**config.mk**
```make
export PLATFORM = sky130hd
export DESIGN_NAME = memory
export DESIGN_NICKNAME = d
export VERILOG_FILES = /design/src/rtl/memory.sv
export SDC_FILE = /design/constraint.sdc
export NUM_CORES = 1
export LEC_CHECK = 0
export CAP_MARGIN = 30
export CORE_MARGIN = 2
export CORE_UTILIZATION = 25
export CTS_CLUSTER_DIAMETER = 120
export DETAILED_ROUTE_END_ITERATION = 8
export PLACE_DENSITY = 0.39
export SLEW_MARGIN = 0
export SYNTH_ARGS = -nofsm -noshare
export SYNTH_HDL_FRONTEND = slang
export SYNTH_SLANG_ARGS = --single-unit
```
**constraint.sdc**
```tcl
create_clock -name clock -period 5.8 [get_ports clock]
set_input_delay 0.58 -clock clock [delete_from_list [all_inputs] [get_ports clock]]
set_output_delay 0.58 -clock clock [all_outputs]
set_load 0.01 [all_outputs]
```
**src/rtl/memory.sv**
```systemverilog
// Register-file memory: WIDTH entries of DEPTH bits, one synchronous write port,
// one combinational read port with write-first bypass and asynchronous clear.
module memory #(
    parameter int WIDTH = 16,
    parameter int DEPTH = 8
) (
    input  logic                     clock,
    input  logic                     reset,
    input  logic [$clog2(WIDTH)-1:0] waddr,
    input  logic [$clog2(WIDTH)-1:0] raddr,
    input  logic                     w_en,
    input  logic [DEPTH-1:0]         data_in,
    output logic [DEPTH-1:0]         data_out
);

    localparam int AW = $clog2(WIDTH);
    localparam logic [AW:0] ENTRIES = (AW + 1)'(WIDTH);

    logic [DEPTH-1:0] mem_r [WIDTH];
    logic             waddr_ok_s;
    logic             raddr_ok_s;
    logic             bypass_s;

    // Addresses past the last entry only exist when WIDTH is not a power of two.
    function automatic logic in_range(input logic [AW-1:0] addr);
        return ({1'b0, addr} < ENTRIES);
    endfunction

    assign waddr_ok_s = in_range(waddr);
    assign raddr_ok_s = in_range(raddr);
    assign bypass_s   = w_en && (waddr == raddr) && raddr_ok_s;

    // Storage: asynchronous clear, otherwise a single-entry write per edge.
    always_ff @(posedge clock or posedge reset) begin
        if (reset) begin
            for (int i = 0; i < WIDTH; i++) begin
                mem_r[i] <= '0;
            end
        end else if (w_en && waddr_ok_s) begin
            mem_r[waddr] <= data_in;
        end
    end

    // Read path: reset forces zero, bypass returns in-flight write data.
    always_comb begin
        data_out = '0;
        if (reset) begin
            data_out = '0;
        end else if (bypass_s) begin
            data_out = data_in;
        end else if (raddr_ok_s) begin
            data_out = mem_r[raddr];
        end else begin
            data_out = '0;
        end
    end

endmodule

```
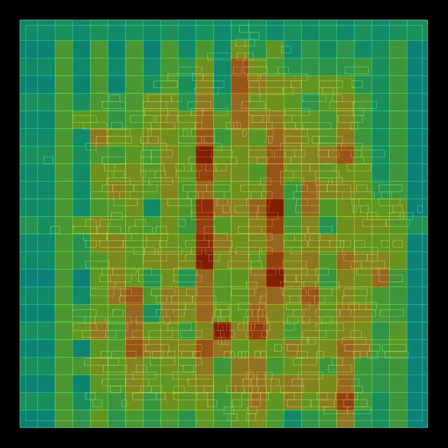
Figure 1: run 1, congestion heat map.
GR Util met3: 2.94%
M1 GR Usage: 15.7%
M2 GR Usage: 22.1%

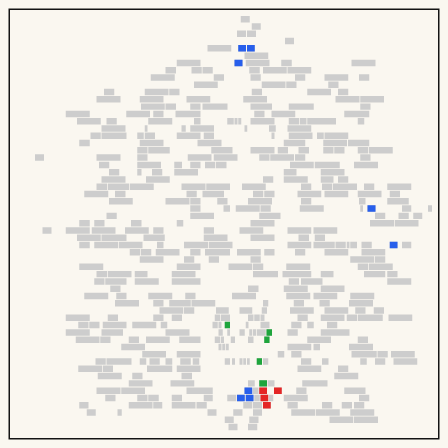
Figure 2: run 1, gate families picked out.
Blue marks non-inverting ao/oa cells, cells 8, most used a22o_1. Green marks and/or cells, cells 5, most used or3_1, where bottom center. Red marks xor and xnor cells, cells 4, most used xor2_1, where bottom center.

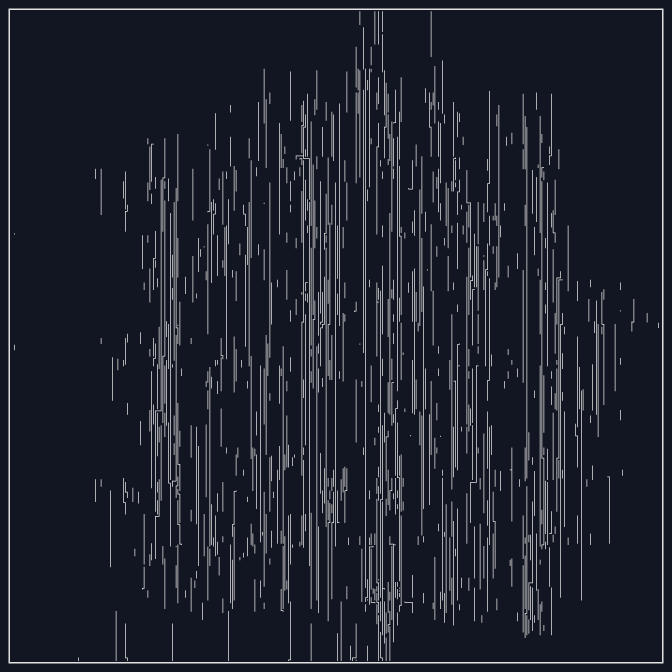
Figure 3: run 1, metal 2.
The longest straight run is 127 µm. The layer holds 50% of the routed length. The wires run mostly vertical.

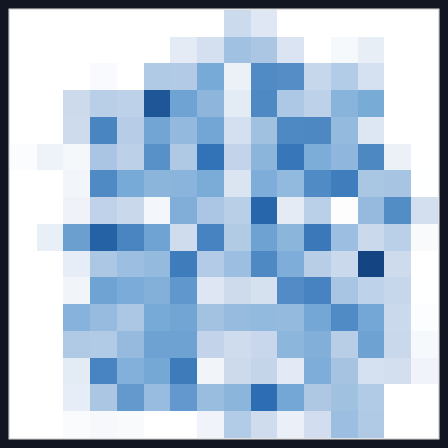
Figure 4: run 1, cell density map.
16 x 16 tiles, from white (low) to dark blue (high), 0 to 100% covered.
The mean over all tiles is 27%. 27% of the tiles are nearly empty. The densest ninth of the die: center. The emptiest ninth of the die: upper left. 2.0% of the tiles are over 75% full. The fullest tile reaches 92%.

run 1: cell usage after synthesis, types with 4 or more instances:
| library cell | n |
|---|---|
| buf_2 | 6 |
| mux4_1 | 14 |
| nand2_1 | 14 |
| nor2_1 | 4 |
| mux2_2 | 119 |
| dfrtp_1 | 128 |
| mux2_1 | 9 |
| nor2_2 | 6 |
| a22oi_1 | 16 |
| mux4_2 | 18 |
| clkbuf_1 | 11 |
| a22o_1 | 8 |
run 1: cell usage in the layout, fill, tap and decap left out, types with 3 or more instances in the layout:
| cell | count |
|---|---|
| a22o_1 | 8 |
| a22oi_1 | 16 |
| buf_4 | 5 |
| buf_6 | 3 |
| bufinv_16 | 4 |
| clkbuf_16 | 17 |
| clkbuf_8 | 4 |
| clkdlybuf4s50_1 | 24 |
| dfrtp_1 | 128 |
| mux2_1 | 9 |
| mux2_2 | 119 |
| mux4_1 | 14 |
| mux4_2 | 18 |
| nand2_1 | 14 |
| nand3_1 | 3 |
| nor2_1 | 4 |
| nor2_2 | 6 |
| nor2b_1 | 3 |
| nor3_2 | 3 |
| or3_1 | 3 |
| xor2_1 | 3 |
run 1: through the flow:
| stage | instance area (µm²) | std cells | hold slack [ns] |
|---|---|---|---|
| after floorplan | 6070 | 387 | 0.456 |
| after global placement | 6600 | 716 | 0.465 |
| after detailed placement | 6630 | 719 | 0.477 |
| after CTS | 7270 | 751 | 0.490 |
| after global routing | 7300 | 752 | 0.499 |
| final | 7300 | 752 | 0.489 |
run 1: power by group through the flow:
stage | sequential [mW] | clock [mW] | combinational [mW]
4_1_cts | 1.20 | 1.19 | 0.466
6_report | 1.20 | 1.15 | 0.458
3_3_place_gp | 1.21 | 0 | 0.453
2_1_floorplan | 1.18 | 0 | 0.363
5_1_grt | 1.22 | 1.23 | 0.503
3_5_place_dp | 1.21 | 0 | 0.466
==> flow_summary_export.csv, run 1 <==
group,metric,value,unit
outcome,status,"finished, final reports clean",
floorplanning,dieHeight,160,µm
worst_setup_path,critPathBufInv,3,
layout,diodes,0,
floorplanning,core_area,24100,µm²
final_timing,min_period,3.75,ns
cts,cts_tree,"yes",
cts,path_clk_slew,0.05,ns
final_timing,worstMarginPinSlew,0.933,ns
layout,flops,128,
route,drtIter0Drc,133,
layout,flop_area,3200,µm²
cts,root_buffer,"clkbuf_16",
layout,comb_share,36.9,%
worst_setup_path,r2r_cells,1,
route,wl_met2,7.76,mm
power_and_ir_drop,peakVddDrop,0.179,mV
synthesis,ys_async_sr_fraction,100,%
cts,cts_resized,0,
power_and_ir_drop,p_sw,655,µW
worst_setup_path,critical_path_required,5.22,ns
synthesis,ys_ff,128,
Figure 5. Routed metal, one color a layer (run 1).
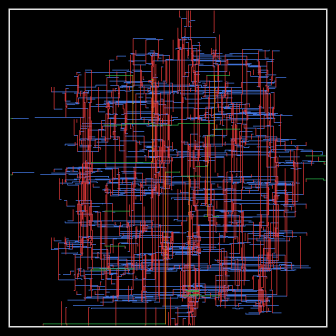

==> run 2: changes to the inputs <==
--- a/config.mk
+++ b/config.mk
@@ -10,7 +10,7 @@
 export CORE_UTILIZATION = 25
 export CTS_CLUSTER_DIAMETER = 120
 export DETAILED_ROUTE_END_ITERATION = 8
-export PLACE_DENSITY = 0.39
+export PLACE_DENSITY = 0.4
 export SLEW_MARGIN = 0
 export SYNTH_ARGS = -nofsm -noshare
 export SYNTH_HDL_FRONTEND = slang
==> constraint.sdc (replaced) <==
create_clock -name clock -period 3.1 [get_ports clock]
set_input_delay 0.31 -clock clock [delete_from_list [all_inputs] [get_ports clock]]
set_output_delay 0.31 -clock clock [all_outputs]
set_load 0.01 [all_outputs]
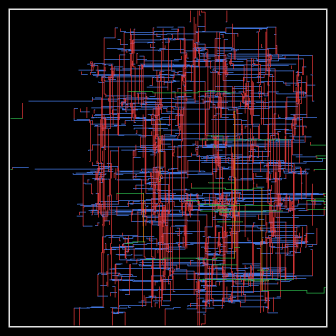
Figure 6: run 2, routed metal, one color a layer.
Red marks metal 2, wire length 7530 µm. Green marks metal 3, wire length 519 µm. Orange marks metal 4, wire length 181 µm. Blue marks metal 1, wire length 7240 µm.

==> flow_summary_export.csv, run 2 <==
group,metric,value,unit
cts,cts_tree,"yes",
final_timing,worstMarginPinSlew,0.882,ns
outcome,status,"finished, final reports clean",
worst_setup_path,critPathBufInv,2,
layout,layout_top_cells,"dfrtp_1, mux2_2, clkdlybuf4s50_1",
power_and_ir_drop,power.group.top,"registers",
synthesis,ys_async_sr_fraction,100,%
power_and_ir_drop,peakVddDrop,0.376,mV
layout,final_cells,765,
synthesis,ys_ff,128,
cts,root_buffer,"clkbuf_16",
synthesis,common_cells,"dfrtp_1, mux2_2, mux4_2",
final_timing,min_period,2.92,ns
cts,cts_resized,0,
floorplanning,dieHeight,160,µm
route,drtIter0Drc,183,
power_and_ir_drop,p_comb,872,µW
placed_design,place_inst,733,
layout,diodes,0,
cts,path_clk_slew,0.05,ns
layout,layout.cells.most_common,"dfrtp_1",
power_and_ir_drop,seq-power,2.23,mW
floorplanning,core_area,24100,µm²
power_and_ir_drop,p_clk,1.96,mW
run 2: cell count changes in the layout (fill, tap and decap cells not counted), sizes merged:
| cell | previous run | this run |
|---|---|---|
| buf | 11 | 25 |
| clkbuf | 23 | 26 |
| bufinv | 4 | 2 |
| clkinv | 3 | 2 |
| inv | 1 | 0 |
run 2: kinds of logic after synthesis:
| kind of cell | share of synthesized area, % |
|---|---|
| DFF | 52.8 |
| muxes | 36.5 |
| buffers and inverters | 2.88 |
| AOI/OAI and AO/OA | 3.24 |
| xor gates and xnor gates | 0.577 |
| and+or+nand+nor | 4.08 |
run 2: metrics by stage:
stage	area (µm²)	hold slack (ns)	total power, mW
floorplan	6080	0.456	2.88
global placement	6750	0.466	3.12
detailed placement	6750	0.474	3.15
CTS	7330	0.485	5.14
global route	7350	0.452	5.34
finish	7350	0.410	5.06
run 2: cell type report:
cell class              count  area (µm²)  share of cell area [%]
clock buffers              26         499                    6.79
clock inverters             5        77.6                    1.06
inverters                   1        7.51                   0.102
multi-input cells         232        2690                    36.7
flip-flops and latches    128        3200                    43.6
well taps                 324         405                    5.52
repair buffers             49         460                    6.27
run 2: per-layer routing:
layer	vias up	global-route usage, %	wire length (µm)
met2	57	21.0	7530
met4	0	3.93	180
li1	1551	-	-
met5	-	0	0
met1	1864	16.9	7240
met3	11	3.17	519
run 2: how the worst min path moves through the flow:
stage,cells after the start,to,startpoint,slack (ns)
2_1_floorplan,1,mem_r[24],mem_r[24],0.46
3_3_place_gp,1,mem_r[48],mem_r[48],0.47
3_5_place_dp,1,mem_r[24],mem_r[24],0.47
4_1_cts,1,mem_r[24],mem_r[24],0.49
5_1_grt,3,mem_r[125],reset,0.45
6_report,3,mem_r[125],reset,0.41
Figure 7. Congestion heat map (run 2).
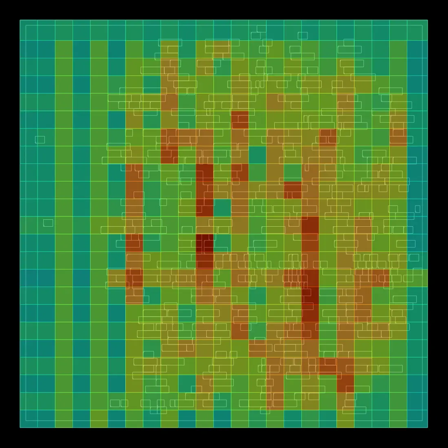

==> run 3: changes to the inputs <==
--- a/config.mk
+++ b/config.mk
@@ -8,6 +8,7 @@
 export CAP_MARGIN = 30
 export CORE_MARGIN = 2
 export CORE_UTILIZATION = 25
+export CTS_BUF_LIST = sky130_fd_sc_hd__clkbuf_8
 export CTS_CLUSTER_DIAMETER = 120
 export DETAILED_ROUTE_END_ITERATION = 8
 export PLACE_DENSITY = 0.4
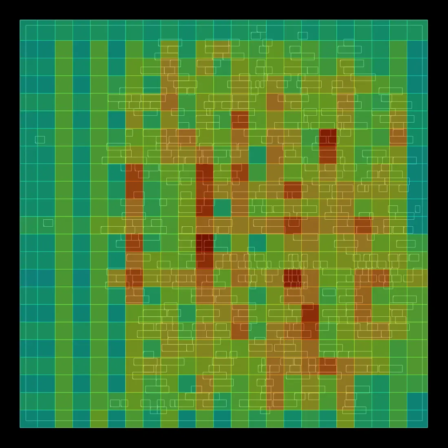
Figure 8: run 3, congestion heat map.
GR Util met3: 2.83%
M1 GR Usage: 17.0%
final core occ: 29.7%
Overall Global Routing Usage: 12.9%

==> flow_summary_export.csv, run 3 <==
group,metric,value,unit
cts,cts.sinks,128,
cts,path_clk_slew,0.07,ns
synthesis,synthSimpleGateAreaFrac,4.08,%
floorplanning,core_area,24100,µm²
global_routing,grt_pass1_wl,24.3,mm
worst_setup_path,critical_path_required,2.79,ns
synthesis,common_cells,"dfrtp_1, mux2_2, mux4_2",
synthesis,ys_top_logic_family,"multiplexers",
cts,cts_tree,"yes",
synthesis,synth-edff-count,0,
synthesis,synth_chip_area,6070,µm²
power_and_ir_drop,peakVddDrop,0.245,mV
route,top_layer,"met4",
power_and_ir_drop,power_density,631,nW/µm²
layout,layout.cells.most_common,"dfrtp_1",
layout,final_cells,765,
floorplanning,placementRows,57,
layout,layout_top_cells,"dfrtp_1, mux2_2, clkdlybuf4s50_1",
final_timing,hold_viol_final,0,
layout,nFillCells,2460,
synthesis,ys_async_sr_fraction,100,%
synthesis,top_cell,"dfrtp_1",
placed_design,place_inst,733,
cts,cts_resized,0,
route,wl_met3,492,µm
final_timing,worstMarginPinSlew,0.878,ns
outcome,status,"finished, final reports clean",
synthesis,synthAdderAreaFrac,0,%
cts,root_buffer,"clkbuf_8",
synthesis,ys_ff,128,
placed_design,gp_congestion,0.664,
floorplanning,dieHeight,160,µm
global_routing,grt_overflow,0,
route,drtIter0Drc,160,
route,wl_met2,7.47,mm
route,wl_met1,7.23,mm
job,warning_count,27,
synthesis,ys_sh_mux,36.5,%
synthesis,synth-xor-area-share,0.577,%
layout,diodes,0,
final_timing,hold_ws,0.377,ns
worst_setup_path,crit_type,"input port to primary output",
synthesis,ys_cells,387,
final_timing,min_period,2.91,ns
power_and_ir_drop,finalPower,4.51,mW
synthesis,synth-compound-area-share,3.24,%
global_routing,grt_pass1_vias,3769,
run 3: cell counts after synthesis:
No cell type changed its count.
run 3: final timing paths:
path                           start     endpoint  cells past startpoint
setup reg to reg           mem_r[94]    mem_r[94]                      1
hold reg to reg            mem_r[24]    mem_r[24]                      1
hold / removal                 reset   mem_r[125]                      3
min in group clock         mem_r[24]    mem_r[24]                      1
setup / recovery            raddr[1]  data_out[6]                      6
max in group asynchronous      reset    mem_r[53]                      5
run 3: critical path: stages:
cell and delay, ns:
clkdlybuf4s50_1 0.56, nor2b_1 0.73, a22oi_1 0.21, nand2_1 0.12, a22o_1 0.13, clkdlybuf4s50_1 0.53
run 3: per-stage QoR:
step | cell area, µm² | TNS (ns)
2_1_floorplan | 6080 | -1.48
3_3_place_gp | 6750 | 0
3_5_place_dp | 6750 | 0
4_1_cts | 7140 | 0
5_1_grt | 7160 | 0
6_report | 7160 | 0
run 3: cell families after synthesis:
group                  Yosys count
AND-OR/OR-AND                   25
multiplexers                   160
flip-flops                     128
AND/OR/NAND/NOR                 43
buffers and inverters           27
XOR/XNOR                         4
run 3: where the power goes:
part	internal [mW]	switching [mW]
Combinational	0.550	0.320
Clock	0.779	0.633
Sequential	2.06	0.173
run 3: per-layer routing:
layer,global-route usage [%],vias to the layer above
li1,-,1547
met1,17.0,1858
met2,21.0,56
met3,2.83,16
met4,4.42,0
met5,0,-
run 3: cell type report:
type | instances | area, µm² | area share, %
Clock buffer | 21 | 289 | 4.04
Clock inverter | 10 | 96.3 | 1.35
Inverter | 1 | 7.51 | 0.105
Multi-Input combinational cell | 232 | 2690 | 37.6
Sequential cell | 128 | 3200 | 44.8
Tap cell | 324 | 405 | 5.67
Timing Repair Buffer | 49 | 460 | 6.43
Power is estimated from default activity; no workload was simulated.
